`src/rtl/axi4_lite_pkg.sv`:
```
// Shared types for the AXI4-Lite register write port.
//   resp_t          : AXI B-channel response codes
//   wr_port_state_t : write-port FSM states
`timescale 1ns/1ps
package axi4_lite_pkg;

  typedef enum logic [1:0] {
    OKAY   = 2'b00,
    EXOKAY = 2'b01,
    SLVERR = 2'b10,
    DECERR = 2'b11
  } resp_t;

  typedef enum logic [1:0] {
    IDLE  = 2'b00,
    WRITE = 2'b01,
    RESP  = 2'b10
  } wr_port_state_t;

endpackage

```
`src/rtl/axi4_lite_hold_reg.sv`:
```
// One-entry holding register with a valid flag.
// Ports:
//   aclk, aresetn : clock, synchronous active-low reset (clears valid only)
//   load          : capture d and set valid
//   clear         : drop valid; wins over load
//   d / q         : W-bit payload in / held payload out
//   valid         : entry occupied
`timescale 1ns/1ps
module axi4_lite_hold_reg #(
  parameter int W = 8
) (
  input  logic         aclk,
  input  logic         aresetn,
  input  logic         load,
  input  logic         clear,
  input  logic [W-1:0] d,
  output logic         valid,
  output logic [W-1:0] q
);

  // Clear wins: a load and clear in the same cycle belong to one transaction
  // that is being retired immediately (decode error path).
  always_ff @(posedge aclk) begin
    if (!aresetn) begin
      valid <= 1'b0;
    end else if (clear) begin
      valid <= 1'b0;
    end else if (load) begin
      valid <= 1'b1;
    end
  end

  always_ff @(posedge aclk) begin
    if (load) begin
      q <= d;
    end
  end

endmodule

```
`src/rtl/axi4_lite_wr_reg_port.sv`:
```
// AXI4-Lite write slave that turns each AW+W pair into one register write on
// a simple request/ready port and returns a B response. One transaction at a
// time; AW and W are captured independently in their own hold registers.
// Ports:
//   aclk, aresetn              : clock, synchronous active-low reset
//   awvalid/awready/awaddr     : AXI write address channel
//   wvalid/wready/wdata/wstrb  : AXI write data channel
//   bvalid/bready/bresp/bid    : AXI write response channel (bid tied to 0)
//   reg_wr_en/reg_wr_ready     : register write request / sink accept
//   reg_wr_idx/data/be         : register word index, data, byte enables
// Build option: AXI4_LITE_WR_REG_PORT_WSTRB_EN forwards the captured wstrb as
// reg_wr_be; otherwise every byte is enabled.
`timescale 1ns/1ps
module axi4_lite_wr_reg_port
  import axi4_lite_pkg::*;
#(
  parameter int A = 32,
  parameter int N = 4,
  parameter int R = 16,
  parameter int I = 1
) (
  input  logic                  aclk,
  input  logic                  aresetn,
  input  logic                  awvalid,
  output logic                  awready,
  input  logic [A-1:0]          awaddr,
  input  logic                  wvalid,
  output logic                  wready,
  input  logic [8*N-1:0]        wdata,
  input  logic [N-1:0]          wstrb,
  output logic                  bvalid,
  input  logic                  bready,
  output logic [1:0]            bresp,
  output logic [I-1:0]          bid,
  output logic                  reg_wr_en,
  input  logic                  reg_wr_ready,
  output logic [$clog2(R)-1:0]  reg_wr_idx,
  output logic [8*N-1:0]        reg_wr_data,
  output logic [N-1:0]          reg_wr_be
);

  localparam int LOG2N = $clog2(N);
  localparam int WA_W  = A - LOG2N;
  localparam int IDX_W = $clog2(R);
  localparam int WD_W  = 8*N + N;

  wr_port_state_t state_q, state_d;
  resp_t          bresp_q, bresp_d;

  logic            aw_held, w_held;
  logic            aw_load, w_load;
  logic            aw_have, w_have;
  logic            hold_clr;
  logic            addr_ok;
  logic [WA_W-1:0] aw_q;
  logic [WA_W-1:0] word_sel;
  logic [WD_W-1:0] w_q;

  // Byte-offset address bits carry no meaning for word registers.
  logic unused_addr_lsb;
  assign unused_addr_lsb = ^awaddr[LOG2N-1:0];

  assign awready = aresetn & ~aw_held & (state_q == IDLE);
  assign wready  = aresetn & ~w_held  & (state_q == IDLE);
  assign aw_load = awvalid & awready;
  assign w_load  = wvalid & wready;

  // "Have" includes a capture happening this cycle, so AW+W arriving together
  // leave IDLE on the same edge that captures them.
  assign aw_have = aw_held | aw_load;
  assign w_have  = w_held  | w_load;

  assign word_sel = aw_held ? aw_q : awaddr[A-1:LOG2N];
  assign addr_ok  = (word_sel < WA_W'(R));

  axi4_lite_hold_reg #(.W(WA_W)) u_aw_hold (
    .aclk    (aclk),
    .aresetn (aresetn),
    .load    (aw_load),
    .clear   (hold_clr),
    .d       (awaddr[A-1:LOG2N]),
    .valid   (aw_held),
    .q       (aw_q)
  );

  axi4_lite_hold_reg #(.W(WD_W)) u_w_hold (
    .aclk    (aclk),
    .aresetn (aresetn),
    .load    (w_load),
    .clear   (hold_clr),
    .d       ({wdata, wstrb}),
    .valid   (w_held),
    .q       (w_q)
  );

  always_comb begin
    state_d  = state_q;
    bresp_d  = bresp_q;
    hold_clr = 1'b0;
    case (state_q)
      IDLE: begin
        if (aw_have && w_have) begin
          if (addr_ok) begin
            state_d = WRITE;
          end else begin
            // Out-of-range index: no register write, answer straight away.
            state_d  = RESP;
            bresp_d  = SLVERR;
            hold_clr = 1'b1;
          end
        end
      end
      WRITE: begin
        if (reg_wr_ready) begin
          state_d  = RESP;
          bresp_d  = OKAY;
          hold_clr = 1'b1;
        end
      end
      RESP: begin
        if (bready) begin
          state_d = IDLE;
        end
      end
      default: state_d = IDLE;
    endcase
  end

  always_ff @(posedge aclk) begin
    if (!aresetn) begin
      state_q <= IDLE;
      bresp_q <= OKAY;
    end else begin
      state_q <= state_d;
      bresp_q <= bresp_d;
    end
  end

  // Outputs are forced to zero whenever no request/response is presented,
  // which also covers the reset cycles.
  assign reg_wr_en   = aresetn & (state_q == WRITE);
  assign reg_wr_idx  = reg_wr_en ? aw_q[IDX_W-1:0] : '0;
  assign reg_wr_data = reg_wr_en ? w_q[WD_W-1:N] : '0;

`ifdef AXI4_LITE_WR_REG_PORT_WSTRB_EN
  assign reg_wr_be = reg_wr_en ? w_q[N-1:0] : '0;
`else
  logic unused_strb;
  assign unused_strb = ^w_q[N-1:0];
  assign reg_wr_be   = reg_wr_en ? {N{1'b1}} : '0;
`endif

  assign bvalid = aresetn & (state_q == RESP);
  assign bresp  = bvalid ? bresp_q : OKAY;
  assign bid    = '0;

endmodule

```
`config.mk`:
```
export PLATFORM = sky130hd
export DESIGN_NAME = axi4_lite_wr_reg_port
export DESIGN_NICKNAME = d
export VERILOG_FILES = /design/src/rtl/axi4_lite_pkg.sv /design/src/rtl/axi4_lite_hold_reg.sv /design/src/rtl/axi4_lite_wr_reg_port.sv
export SDC_FILE = /design/constraint.sdc
export NUM_CORES = 1
export LEC_CHECK = 0
export CAP_MARGIN = 20
export CORE_MARGIN = 3
export CORE_UTILIZATION = 25
export CTS_CLUSTER_DIAMETER = 80
export CTS_CLUSTER_SIZE = 24
export DETAILED_ROUTE_END_ITERATION = 6
export PLACE_DENSITY = 0.57
export RECOVER_POWER = 25
export SLEW_MARGIN = 20
export SYNTH_ARGS = -nofsm -noshare
export SYNTH_HDL_FRONTEND = slang
export SYNTH_HIERARCHICAL = 1
export SYNTH_SLANG_ARGS = --single-unit
```
`constraint.sdc`:
```
create_clock -name aclk -period 5 [get_ports aclk]
set_input_delay 1.5 -clock aclk [delete_from_list [all_inputs] [get_ports aclk]]
set_output_delay 1.5 -clock aclk [all_outputs]
set_load 0.01 [all_outputs]
```
==> reports/results.env, run 1 <==
INTERNAL_POWER_mW=0.923
POSTCTSSETUPBUFFERS=0
FIN_TOTAL_PWR_mW=1.16
CRITPATHCAPTURETYPE='primary output'
DIEAREA_MM2=0.0116
CP_CELL_INSTANCES='clkdlybuf4s50_1, inv_1, or3_1, nor2_1, clkdlybuf4s50_1'
INVERTERS=2
RESULT_OF_THE_RUN='complete, no violations'
CRITICAL_PATH.REG2REG.STARTPOINT='u_aw_hold/valid'
FIRST_GLOBAL_VIAS=1907
CLKLATENCYLATEPIN_NS=0.33
SYN-CELL-AREA_MM2=0.00258
POST_DRT_WL_PER_CELL_UM=14.4
CLOCK_TREE.HTREE_LEVEL_COUNT=3
GLOBAL_ROUTE_WIRE_LENGTH_BEFORE_REPAIR_MM=9.38
BUFFERS_ADDED_ON_PORTS=112
COMB_POWER_mW=0.0908
WORST_HOLD_PATH.NUM_CELLS=2
FINAL-SETUP-VIOL-COUNT=0
SEQ_SHARE_PCT=48.8
TRITONCTS='done'
IOPINCOUNT=121
HOLD_END='bresp_q[1]'
==> run_1/met2.png <==
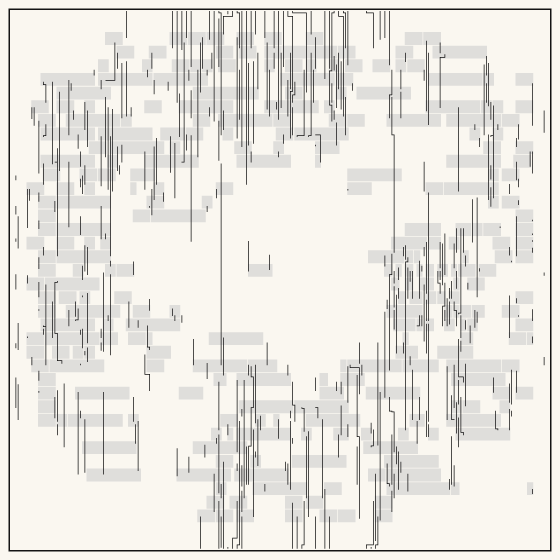
307 nets have wire on it. The layer carries 2820 um of wire. The layer holds 46% of the routed length. The longest straight run is 40.1 um. The wires run mostly vertical.

==> run_1/met3.png <==
The bar under the picture is 20 um long.
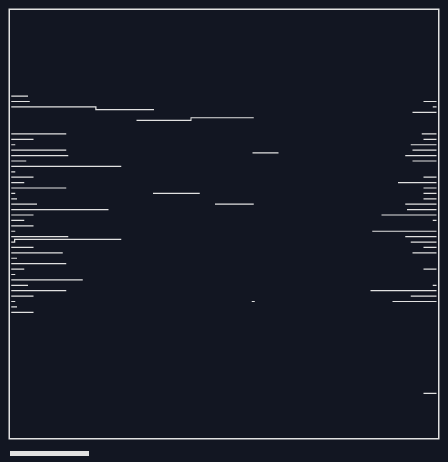
67 nets have wire on it. The layer holds 9.0% of the routed length.

==> run_1/port_nets.png <==
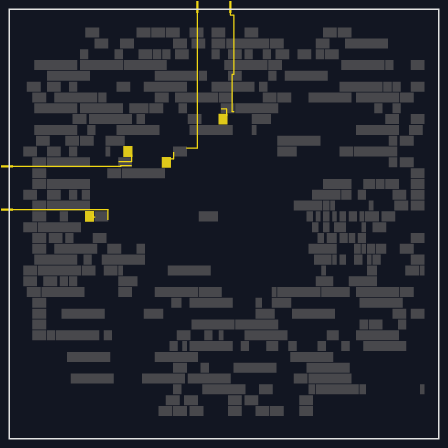
Key: reg_wr_idx = yellow [direction output, edge 2 left, 2 top, end cells 4, wire 133 um]

==> run_1/cell_classes.png <==
Fill, decap, tap and diode cells in grey.
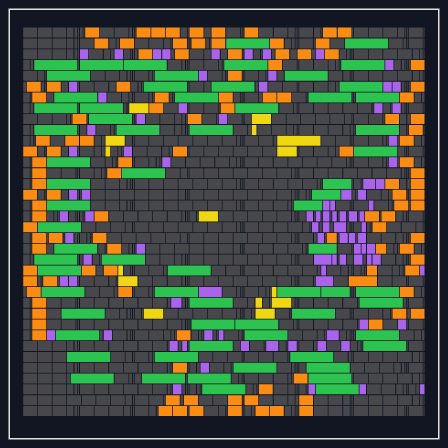

## Run 2: what changed since run 1
--- a/config.mk
+++ b/config.mk
@@ -7,11 +7,11 @@
 export LEC_CHECK = 0
 export CAP_MARGIN = 20
 export CORE_MARGIN = 3
-export CORE_UTILIZATION = 25
+export CORE_UTILIZATION = 45
 export CTS_CLUSTER_DIAMETER = 80
 export CTS_CLUSTER_SIZE = 24
 export DETAILED_ROUTE_END_ITERATION = 6
-export PLACE_DENSITY = 0.57
+export PLACE_DENSITY = 0.89
 export RECOVER_POWER = 25
 export SLEW_MARGIN = 20
 export SYNTH_ARGS = -nofsm -noshare
==> run_2/cell_classes.png <==
Fill, decap, tap and diode cells in grey.
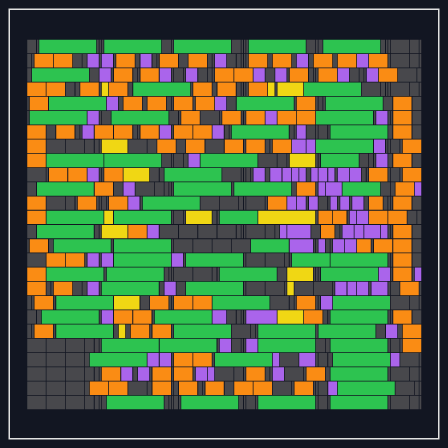
Key: other buffers and delay cells = orange [cells 117, share of their area 30%]; clock drivers and dummy loads = yellow [cells 15, share of their area 4.5%]; flops = green [cells 67, share of their area 51%]; all other logic = purple [cells 91, share of their area 14%]

==> run_2/met2.png <==
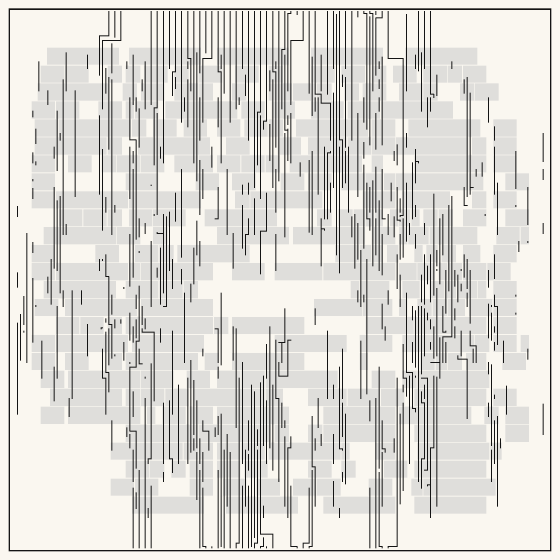
The wires run mostly vertical. The layer carries 3400 um of wire.

==> reports/results.env, run 2 <==
RESULT_OF_THE_RUN='complete, no violations'
TIMING.CRITICAL_PATH.SLOWEST_STAGE_CELL='sky130_fd_sc_hd__clkdlybuf4s50_1'
PLACED_AREA_MM2=0.00376
SEQ_CELL_COUNT=67
WL_MET2_MM=3.40
LAY_TOP_COUNT='sky130_fd_sc_hd__clkdlybuf4s50_1'
POST_DRT_WL_PER_CELL_UM=16.9  # +17%
POSTCTSSETUPBUFFERS=0  # unchanged
FILLER_CELL_COUNT=358
INTERNAL_POWER_mW=0.922  # about the same
ACHIEVABLE-FREQUENCY_MHz=215
CLKLATENCYLATEPIN_NS=0.33  # about the same
CRITICAL_PATH.REG2REG.STARTPOINT='u_aw_hold/valid'
CTS_SINKS=67
CLOCK_TREE.HTREE_LEVEL_COUNT=3  # unchanged
FINAL-SETUP-VIOL-COUNT=0  # unchanged
GLOBAL_ROUTE_WIRE_LENGTH_BEFORE_REPAIR_MM=8.94  # -4.6%
CLK_PIN_SLEW_NS=0.06
CP_CELL_INSTANCES='clkdlybuf4s50_1, inv_1, or3_1, nor2_1, clkdlybuf4s50_1'
TRITONCTS='done'
HOLD_END='bresp_q[1]'
SETUP.WORST_PATH.CLASS='in -> out'
FIN_TOTAL_PWR_mW=1.15  # -0.43%
ANTENNA_FOUND_INITIAL=0
NUM-NETS-FINAL=360
P_SW_SHARE_PCT=19.9
CP_MAX_FO=3
FIRST_GLOBAL_VIAS=1802  # -5.5%
CRITPATHCAPTURETYPE='primary output'
PATH_TYPE_OF_THE_WORST_MIN_DELAY_PATH='reg -> reg'
FINALHOLDVIOLCOUNT=0
DETAILROUTE.WIRELENGTH.MET3_UM=345
INVERTERS=2  # unchanged
DIEAREA_MM2=0.00669  # -42%
IOPINCOUNT=121  # unchanged
WL_MET1_MM=2.27
DR.FIRST_ITER.DRC_COUNT=75
WORST_HOLD_PATH.NUM_CELLS=2  # unchanged
TOTAL_WIRE_LENGTH_MM=6.09
PG_SEQ_mW=0.656
COMB_POWER_mW=0.0905  # about the same
BUFFERS_ADDED_ON_PORTS=112  # unchanged
SEQ_SHARE_PCT=49.8  # +1.0 points
POSTLAYOUTSETUPSLACKWORST_NS=0.353
CLOCK_BUFFER_COUNT=11
SYN-CELL-AREA_MM2=0.00258  # unchanged
